--- src/rtl/mem_pkg.sv ---
// Shared types and defaults for the MFC-handshake memory responder.
package mem_pkg;

    localparam int LAT_W          = 4;
    localparam int DEF_ADDR_W     = 16;
    localparam int DEF_DATA_W     = 16;
    localparam int DEF_DEPTH_LOG2 = 8;

    typedef enum logic [1:0] {
        ST_IDLE = 2'b00,
        ST_BUSY = 2'b01,
        ST_DONE = 2'b10
    } state_e;

endpackage

--- src/rtl/mem_word_array.sv ---
// Word storage: synchronous write, combinational read, no reset so contents survive it.
module mem_word_array
    import mem_pkg::*;
#(
    parameter int DATA_W     = DEF_DATA_W,
    parameter int DEPTH_LOG2 = DEF_DEPTH_LOG2
) (
    input  logic                  clock,
    input  logic                  we,
    input  logic [DEPTH_LOG2-1:0] waddr,
    input  logic [DATA_W-1:0]     wdata,
    input  logic [DEPTH_LOG2-1:0] raddr,
    output logic [DATA_W-1:0]     rdata
);

    logic [DATA_W-1:0] mem_q [2**DEPTH_LOG2];

    always_ff @(posedge clock) begin
        if (we) mem_q[waddr] <= wdata;
    end

    assign rdata = mem_q[raddr];

endmodule

--- src/rtl/memory_mfc_responder.sv ---
// Memory-side responder: latches a read/write strobe, waits LATENCY cycles,
// then completes the access and raises MFC until the initiator drops its strobe.
module memory_mfc_responder
    import mem_pkg::*;
#(
    parameter int ADDR_W     = DEF_ADDR_W,
    parameter int DATA_W     = DEF_DATA_W,
    parameter int DEPTH_LOG2 = DEF_DEPTH_LOG2,
    parameter int LATENCY    = 3            // legal 1..15
) (
    input  logic              clock,
    input  logic              reset,
    input  logic [ADDR_W-1:0] addr,
    input  logic [DATA_W-1:0] wdata,
    input  logic              read,
    input  logic              write,
    output logic [DATA_W-1:0] rdata,
    output logic              MFC,
    output logic              busy,
    output logic              err
);

    localparam logic [LAT_W-1:0] CNT_INIT = LAT_W'(LATENCY - 1);

    state_e                state_q;
    logic [LAT_W-1:0]      cnt_q;
    logic [DEPTH_LOG2-1:0] addr_q;
    logic [DATA_W-1:0]     wdata_q;
    logic                  op_wr_q;
    logic [DATA_W-1:0]     rdata_q;
    logic                  mfc_q, busy_q, err_q;

    logic [DATA_W-1:0]     mem_rd;
    logic                  op_level;
    logic                  complete;

    // Only the strobe of the latched operation keeps the transaction alive.
    assign op_level = op_wr_q ? write : read;
    assign complete = (state_q == ST_BUSY) && op_level && (cnt_q == '0);

    generate
        if (ADDR_W > DEPTH_LOG2) begin : g_addr_hi
            logic unused_addr_hi;
            assign unused_addr_hi = ^addr[ADDR_W-1:DEPTH_LOG2];
        end
    endgenerate

    mem_word_array #(
        .DATA_W     (DATA_W),
        .DEPTH_LOG2 (DEPTH_LOG2)
    ) u_array (
        .clock (clock),
        .we    (complete && op_wr_q),
        .waddr (addr_q),
        .wdata (wdata_q),
        .raddr (addr_q),
        .rdata (mem_rd)
    );

    always_ff @(posedge clock or negedge reset) begin
        if (!reset) begin
            state_q <= ST_IDLE;
            cnt_q   <= '0;
            addr_q  <= '0;
            wdata_q <= '0;
            op_wr_q <= 1'b0;
            rdata_q <= '0;
            mfc_q   <= 1'b0;
            busy_q  <= 1'b0;
            err_q   <= 1'b0;
        end else begin
            err_q <= 1'b0;
            unique case (state_q)
                ST_IDLE: begin
                    if (read ^ write) begin
                        addr_q  <= addr[DEPTH_LOG2-1:0];
                        wdata_q <= wdata;
                        op_wr_q <= write;
                        cnt_q   <= CNT_INIT;
                        busy_q  <= 1'b1;
                        state_q <= ST_BUSY;
                    end else if (read && write) begin
                        err_q <= 1'b1;
                    end
                end
                ST_BUSY: begin
                    if (!op_level) begin
                        busy_q  <= 1'b0;
                        state_q <= ST_IDLE;
                    end else if (cnt_q == '0) begin
                        if (!op_wr_q) rdata_q <= mem_rd;
                        mfc_q   <= 1'b1;
                        state_q <= ST_DONE;
                    end else begin
                        cnt_q <= cnt_q - LAT_W'(1);
                    end
                end
                ST_DONE: begin
                    if (!op_level) begin
                        mfc_q   <= 1'b0;
                        busy_q  <= 1'b0;
                        state_q <= ST_IDLE;
                    end
                end
                default: state_q <= ST_IDLE;
            endcase
        end
    end

    assign rdata = rdata_q;
    assign MFC   = mfc_q;
    assign busy  = busy_q;
    assign err   = err_q;

endmodule

--- config.mk ---
export PLATFORM = sky130hd
export DESIGN_NAME = memory_mfc_responder
export DESIGN_NICKNAME = d
export VERILOG_FILES = /design/src/rtl/mem_pkg.sv /design/src/rtl/mem_word_array.sv /design/src/rtl/memory_mfc_responder.sv
export SDC_FILE = /design/constraint.sdc
export NUM_CORES = 2
export LEC_CHECK = 0
export CELL_PAD_IN_SITES_DETAIL_PLACEMENT = 1
export CELL_PAD_IN_SITES_GLOBAL_PLACEMENT = 2
export CORE_AREA = 2 2 636 638
export DETAILED_ROUTE_END_ITERATION = 8
export DIE_AREA = 0 0 638 640
export PLACE_DENSITY = 0.73
export SYNTH_ARGS = -nofsm -noshare
export SYNTH_HDL_FRONTEND = slang
export SYNTH_SLANG_ARGS = --single-unit
--- constraint.sdc ---
create_clock -name clock -period 3.8 [get_ports clock]
set_clock_uncertainty 0.05 [all_clocks]
set_input_delay 0.76 -clock clock [delete_from_list [all_inputs] [get_ports clock]]
set_output_delay 0.76 -clock clock [all_outputs]
set_load 0.03 [all_outputs]
==> results.tsv <==
metric	value	unit
outcome	completed	
dpl-instance-area	0.173	mm2
fill_cells	36126	
final_common_cell	edfxtp_1	
mux_area_frac	0.161	
portBuffers	46	
hold_path_class	in -> reg	
max_freq	0.266	GHz
drc_errors	0	
maxCapViolations	0	
io_pins	55	
path_clk_slew	0.07	ns
cpPeakStageDelay	0.71	ns
rr_endpoint	rdata[6]	
synthToLayoutAreaGrowth	16.7	%
power_density	794	mW/mm2
signal_buffers	853	
worst_slew_pin_slew	1.27	ns
crit_path_start	addr_q[1]	
cp.depth	11	
drt-pass1-iter-count	5	
crit_family	AND-OR/OR-AND gates	
setup_violations	0	
logic_area	0.0335	mm2
crit_arrival	4.53	ns
n_clock_buffer	530	
cts_sinks	4146	
seqPwrFrac	0.402	
yosysTopAreaCell	edfxtp_1	
intPower	99.1	mW
top_cells_by_area	edfxtp_1, mux4_2, mux2i_1	
use_met3	0.0426	
power_combinational	46.7	mW
grt_max_degree	184	
tap_cells	5287	
num-nonclk-inverters	13	
utilization	0.465	
stdcell_count	13814	
nonClkBufAreaFrac	0.0451	
### Met1 routing

The bar under the picture is 200 um long. Supply wires on this layer in gray.
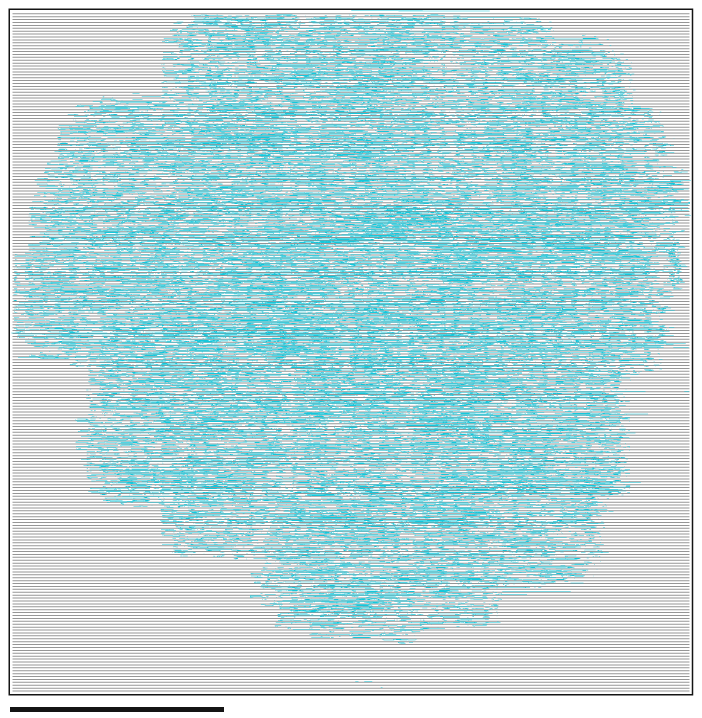
nets with wire on the layer: 7995
longest straight run: 228 um
wire length on this layer: 185 mm

### Met2 routing

Cells faint in the background.
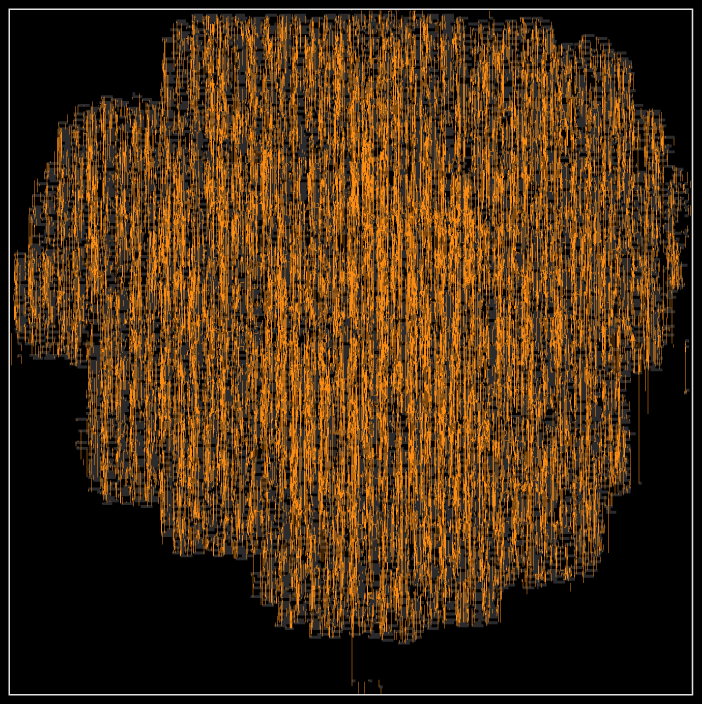
longest straight run: 201 um
share of all routed wire: 48%

### The metal 3 layer

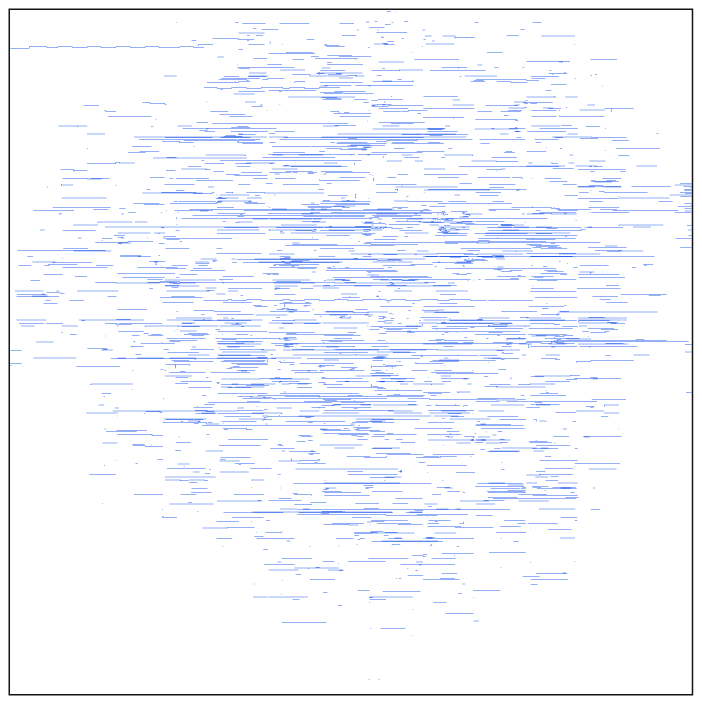
nets with wire on the layer: 974
share of all routed wire: 8.6%
wire length on this layer: 40.0 mm
Vias: 81134
Total Routed Length: 463000 um

### Signal wires on met4

Supply wires on this layer in gray.
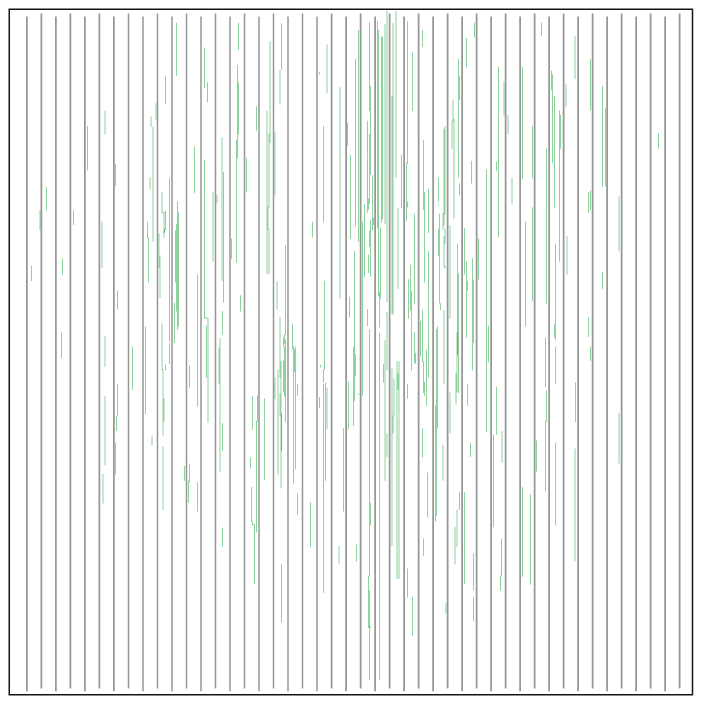
wire length on this layer: 17400 um
main direction: vertical
longest straight run: 324 um
share of all routed wire: 3.8%

### Routing congestion

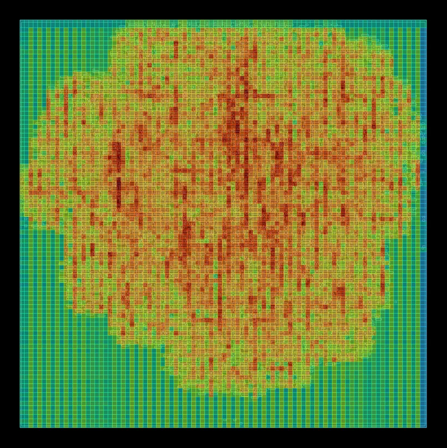
met1 Use GR: 0.309
met2 Resource Use GR: 0.360
busiest metal layer after global routing: met2

